**src/rtl/seq_divider_pkg.sv**
```systemverilog
// Shared definitions for the sequential signed divider: state encoding,
// default operand width and the iteration-counter width helper.
package seq_divider_pkg;

   localparam int DEF_WIDTH = 16;

   localparam logic [2:0] ST_IDLE = 3'd0;
   localparam logic [2:0] ST_DVD  = 3'd1;
   localparam logic [2:0] ST_DVS  = 3'd2;
   localparam logic [2:0] ST_INIT = 3'd3;
   localparam logic [2:0] ST_ITER = 3'd4;
   localparam logic [2:0] ST_FIX  = 3'd5;

   typedef enum logic [2:0] {
      IDLE = ST_IDLE,
      DVD  = ST_DVD,
      DVS  = ST_DVS,
      INIT = ST_INIT,
      ITER = ST_ITER,
      FIX  = ST_FIX
   } state_t;

   // Counter must hold the value WIDTH itself, hence WIDTH+1.
   function automatic int cnt_width(input int w);
      return $clog2(w + 1);
   endfunction

endpackage

```
**src/rtl/seq_divider_datapath.sv**
```systemverilog
// Datapath of the signed divider: operand capture, restoring-division
// registers (A, Q, M, count), sign fix-up and the registered results.
module seq_divider_datapath
   import seq_divider_pkg::*;
#(
   parameter int WIDTH = DEF_WIDTH
) (
   input  logic             clk,
   input  logic             rst,
   input  logic             load_dvd,
   input  logic             load_dvs,
   input  logic             init,
   input  logic             step,
   input  logic             fix,
   input  logic [WIDTH-1:0] data_in,
   output logic             divisor_zero,
   output logic             is_count_zero,
   output logic [WIDTH-1:0] quotient,
   output logic [WIDTH-1:0] remainder,
   output logic             div_by_zero
);

   localparam int CW = cnt_width(WIDTH);

   logic [WIDTH-1:0] dvd_r;
   logic [WIDTH-1:0] dvs_r;
   logic [WIDTH-1:0] a_r;
   logic [WIDTH-1:0] q_r;
   logic [WIDTH-1:0] m_r;
   logic [CW-1:0]    count_r;
   logic             sign_q_r;
   logic             sign_r_r;

   logic [WIDTH-1:0] dvd_mag;
   logic [WIDTH-1:0] dvs_mag;
   logic [WIDTH:0]   a_sh;
   logic [WIDTH:0]   t;
   logic             t_neg;
   logic [CW-1:0]    count_dec;
   logic [WIDTH-1:0] q_fix;
   logic [WIDTH-1:0] r_fix;

   // The most negative value negates to itself and reads as its unsigned magnitude.
   assign dvd_mag = dvd_r[WIDTH-1] ? -dvd_r : dvd_r;
   assign dvs_mag = dvs_r[WIDTH-1] ? -dvs_r : dvs_r;

   assign a_sh      = {a_r, q_r[WIDTH-1]};
   assign t         = a_sh - {1'b0, m_r};
   assign t_neg     = t[WIDTH];
   assign count_dec = count_r - CW'(1);

   assign divisor_zero  = (dvs_r == {WIDTH{1'b0}});
   assign is_count_zero = (count_dec == {CW{1'b0}});

   assign q_fix = sign_q_r ? -q_r : q_r;
   assign r_fix = sign_r_r ? -a_r : a_r;

   // Operand capture from the shared bus.
   always_ff @(posedge clk or posedge rst) begin
      if (rst) begin
         dvd_r <= {WIDTH{1'b0}};
         dvs_r <= {WIDTH{1'b0}};
      end else begin
         if (load_dvd) begin
            dvd_r <= data_in;
         end
         if (load_dvs) begin
            dvs_r <= data_in;
         end
      end
   end

   // Restoring-division iteration registers.
   always_ff @(posedge clk or posedge rst) begin
      if (rst) begin
         a_r      <= {WIDTH{1'b0}};
         q_r      <= {WIDTH{1'b0}};
         m_r      <= {WIDTH{1'b0}};
         count_r  <= {CW{1'b0}};
         sign_q_r <= 1'b0;
         sign_r_r <= 1'b0;
      end else if (init) begin
         a_r      <= {WIDTH{1'b0}};
         q_r      <= dvd_mag;
         m_r      <= dvs_mag;
         count_r  <= CW'(WIDTH);
         sign_q_r <= dvd_r[WIDTH-1] ^ dvs_r[WIDTH-1];
         sign_r_r <= dvd_r[WIDTH-1];
      end else if (step) begin
         // A stays below M, so the restored value never loses its top bit.
         a_r     <= t_neg ? a_sh[WIDTH-1:0] : t[WIDTH-1:0];
         q_r     <= {q_r[WIDTH-2:0], ~t_neg};
         count_r <= count_dec;
      end
   end

   // Result registers, written only in FIX.
   always_ff @(posedge clk or posedge rst) begin
      if (rst) begin
         quotient    <= {WIDTH{1'b0}};
         remainder   <= {WIDTH{1'b0}};
         div_by_zero <= 1'b0;
      end else if (fix) begin
         if (divisor_zero) begin
            quotient    <= {WIDTH{1'b1}};
            remainder   <= dvd_r;
            div_by_zero <= 1'b1;
         end else begin
            quotient    <= q_fix;
            remainder   <= r_fix;
            div_by_zero <= 1'b0;
         end
      end
   end

endmodule

```
**src/rtl/seq_signed_divider.sv**
```systemverilog
// Sequential signed divider (truncating quotient, remainder follows the
// dividend's sign); FSM here, arithmetic in seq_divider_datapath.
module seq_signed_divider
   import seq_divider_pkg::*;
#(
   parameter int WIDTH = DEF_WIDTH
) (
   input  logic             clk,
   input  logic             rst,
   input  logic             start,
   input  logic [WIDTH-1:0] data_in,
   output logic             busy,
   output logic             done,
   output logic [WIDTH-1:0] quotient,
   output logic [WIDTH-1:0] remainder,
   output logic             div_by_zero
);

   state_t state;
   state_t state_nx;

   logic load_dvd;
   logic load_dvs;
   logic init;
   logic step;
   logic fix;
   logic divisor_zero;
   logic is_count_zero;

   assign busy = (state != IDLE);

   // State register.
   always_ff @(posedge clk or posedge rst) begin
      if (rst) begin
         state <= IDLE;
      end else begin
         state <= state_nx;
      end
   end

   // Completion pulse, raised on the edge that leaves FIX.
   always_ff @(posedge clk or posedge rst) begin
      if (rst) begin
         done <= 1'b0;
      end else begin
         done <= (state == FIX);
      end
   end

   // Next-state logic and datapath strobes.
   always_comb begin
      state_nx = state;
      load_dvd = 1'b0;
      load_dvs = 1'b0;
      init     = 1'b0;
      step     = 1'b0;
      fix      = 1'b0;
      case (state)
         IDLE: begin
            if (start) begin
               state_nx = DVD;
            end else begin
               state_nx = IDLE;
            end
         end
         DVD: begin
            load_dvd = 1'b1;
            state_nx = DVS;
         end
         DVS: begin
            load_dvs = 1'b1;
            state_nx = INIT;
         end
         INIT: begin
            init = 1'b1;
            if (divisor_zero) begin
               state_nx = FIX;
            end else begin
               state_nx = ITER;
            end
         end
         ITER: begin
            step = 1'b1;
            if (is_count_zero) begin
               state_nx = FIX;
            end else begin
               state_nx = ITER;
            end
         end
         FIX: begin
            fix      = 1'b1;
            state_nx = IDLE;
         end
         default: begin
            state_nx = IDLE;
         end
      endcase
   end

   seq_divider_datapath #(
      .WIDTH(WIDTH)
   ) u_datapath (
      .clk          (clk),
      .rst          (rst),
      .load_dvd     (load_dvd),
      .load_dvs     (load_dvs),
      .init         (init),
      .step         (step),
      .fix          (fix),
      .data_in      (data_in),
      .divisor_zero (divisor_zero),
      .is_count_zero(is_count_zero),
      .quotient     (quotient),
      .remainder    (remainder),
      .div_by_zero  (div_by_zero)
   );

endmodule

```
**config.mk**
```make
export PLATFORM = sky130hd
export DESIGN_NAME = seq_signed_divider
export DESIGN_NICKNAME = d
export VERILOG_FILES = /design/src/rtl/seq_divider_pkg.sv /design/src/rtl/seq_divider_datapath.sv /design/src/rtl/seq_signed_divider.sv
export SDC_FILE = /design/constraint.sdc
export NUM_CORES = 1
export LEC_CHECK = 0
export ABC_AREA = 1
export CAP_MARGIN = 10
export CORE_MARGIN = 1
export CORE_UTILIZATION = 32
export CTS_BUF_LIST = sky130_fd_sc_hd__clkbuf_4
export CTS_CLUSTER_SIZE = 28
export DETAILED_ROUTE_END_ITERATION = 16
export PLACE_DENSITY = 0.54
export SETUP_SLACK_MARGIN = 0.15
export SYNTH_ARGS = -nofsm -noshare
export SYNTH_HDL_FRONTEND = slang
export SYNTH_SLANG_ARGS = --single-unit
```
**constraint.sdc**
```tcl
create_clock -name clk -period 4.2 [get_ports clk]
set_clock_uncertainty 0.2 [all_clocks]
set_input_delay 1.05 -clock clk [delete_from_list [all_inputs] [get_ports clk]]
set_output_delay 1.05 -clock clk [all_outputs]
set_load 0.005 [all_outputs]
```
==> results.cfg <==
; yosys + openroad results
[layout]
flop-count = 124
fin_area_um2 = 8840
lay_top_cells = nand2_1, inv_1, dfrtp_1
flop_area_um2 = 3103
buffers = 60
sh_comb_area_pct = 44.42
comb_cells = 726
final_common_cell = nand2_1
seq_share_pct = 35.10
finalNonFillerCells = 1400
drive_gt1_share_pct = 9.815
inv_count = 140
comb_area_um2 = 3926
clock_area_share_pct = 3.213
final_core_util_pct = 37.44
n_fill_cell = 2510
num_antenna_cells = 1
nets = 1111
buf_share_pct = 6.737
syn2layout_area_growth_pct = 14.25

[logic_synthesis]
most_common_cell = nand2_1
ff_type = dfrtp_1
yosysWarnings = 0
ys_sh_xor_pct = 4.188
synthArstFlopShare_pct = 100.0
synthCells = 1022
synthDominantCellAreaShare_pct = 40.10
syn_nets = 1064
yosysTopAreaCell = dfrtp_1
ys_sh_simple_pct = 30.68
yosys_area_um2 = 7737
synth-edff-count = 0
common_cells = nand2_1, inv_1, dfrtp_1
ys_sh_adder_pct = 3.816
mux_area_share_pct = 0.1455
synth_area_um2 = 7737
netlist_logic_family_top = simple AND/OR/NAND/NOR gates
avgSynthCellArea_um2 = 7.571
ys_cells = 1022
top_cells_by_area = dfrtp_1, nand2_1, inv_1, nand3_1, ha_1
synth_cell_types = 51
ys_ff = 124
aoi_share_pct = 11.85
ys_seq_share_pct = 40.10

[placed_design]
gp_congestion = 0.8779
place_area_um2 = 8553
port-buffer-count = 53
post-place-ws_ps = 1532
dp_hpwl_um = 17120
dp_cells = 1369

[run]
tool_warnings = 28
cap_viol_max_count = 0

[clock_network]
post_cts_buffers = 0
clk_path_buf_depth = 2
clock-root-buffer = clkbuf_4
cts_hold_buf = 0
htreeDepth = 4
clk_pin_slew_ps = 130
cts_resized = 0
cts_tree = yes

[final_timing]
slew_viol_final = 0
layout_setup_ws_ps = 1188
grt_setup_unrepaired = false
tns_ps = 0
layout_min_cycle_time_ps = 3012
fin_crit_sh_pct = 71.71
finalHoldViolations = 0
max_freq_ghz = 0.3320
tightest_slew_ps = 1006
hold-worst-slack_ps = 295.0

[routing]
drt_iter0_drc = 452
first_pass_iters = 5
route.met2.wl_um = 9268
via_per_inst = 4.815
wl_per_cell_um = 15.79
wl_met1_um = 11710
drt-total-wl_um = 22100
ant_nets = 0
wl_met3_um = 979
drc_errors = 0
topRoutingLayerUsed = met4
dr_total_vias = 6741

[grt]
met2_usage_pct = 27.77
grt.total_usage_pct = 18.98
grt_max_degree = 62
top_usage_layer = met1
grt_pass1_wl_um = 35690
use_met3_pct = 3.139
antenna_found_initial = 1
grt_remaining_overflow = 0
grt_pass1_vias = 6482

[floorplan]
die_w_um = 157.5
io_pins = 54
n_tap_cell = 319
fp-utilization_pct = 32.77
core_um2 = 23610
die_h_um = 157.5
chip_area_um2 = 24800
core.rowCount = 56

[critical_path]
worstPathArrival_ps = 1760
crit_fanout = 5
cp.required_ps = 2950
path_class = register to output port
cp-start-kind = register
worst_setup_path_end_kind = output port

[power_and_ir_drop]
design_power_total_mw = 7.149
cellPowerDensity_nw_per_um2 = 808.7
peakVddDrop_mv = 0.2895
p_leak_nw = 4.300

[run_status]
status = complete, no violations

[hold_path]
hold_path_class = register to register
worst paths after layout:
check,start,endpoint,slack (ps),cells past startpoint
min reg2reg,u_datapath.div_by_zero,u_datapath.div_by_zero,300,2
max in group asynchronous,rst,u_datapath.dvd_r[9],2140,3
min in group asynchronous,rst,u_datapath.dvd_r[14],840,2
max,state[0],busy,1190,3
min,u_datapath.div_by_zero,u_datapath.div_by_zero,300,2
max reg2reg,state[0],u_datapath.q_r[14],1530,6
power by group:
group | switching, mW | internal (mW)
combinational | 2.49 | 1.54
sequential | 0.522 | 1.71
clock | 0.476 | 0.410
total | 3.49 | 3.66
critical path, stage by stage (launching register included):
cell	delay [ps]
dfrtp_1	460
nor2_1	180
nand2_1	110
clkdlybuf4s50_1	460
==> images/detail.png <==
Region (108, 108) to (128, 128) µm. Cells in grey, sequential cells in the stronger grey; small squares are vias.
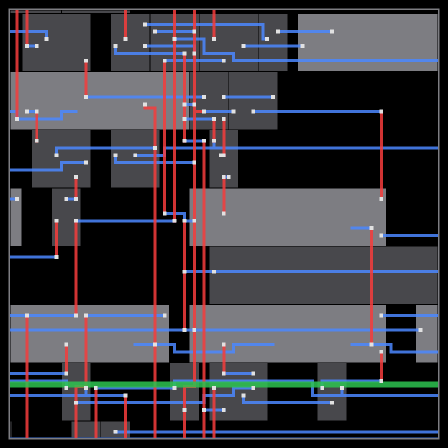
| colour | layer |
|---|---|
| red | metal 2 |
| blue | metal 1 |
| green | metal 3 |
cells with their middle in the window: 21
netlist names of flops here include: u_datapath.quotient (3), u_datapath.remainder (2)
sequential cells in the window: 5
most frequent: dfrtp_1 (5), or2_2 (3), nand2_1 (3)

==> images/layer_met2.png <==
(2 px per µm) Cells faint in the background.
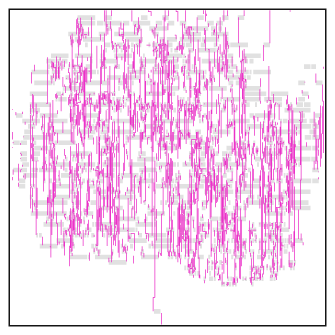
nets with wire on the layer: 870
longest straight run: 68.3 µm
main direction: vertical
wire length on this layer: 9270 µm

==> images/clocks.png <==
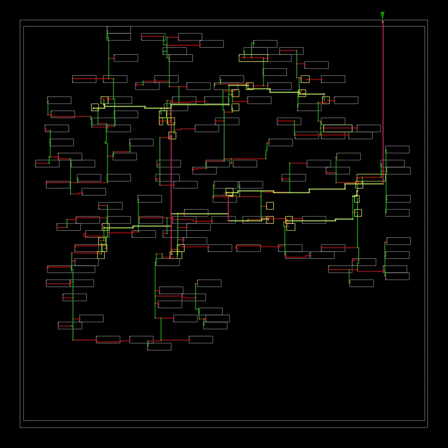
clock sinks: 124
power in the clock group: 0.886 mW
number of clock-tree buffers in the layout: 18
Latency at later pin: 550 ps
total CTS buffers: 17

Power is estimated from default activity; no workload was simulated.
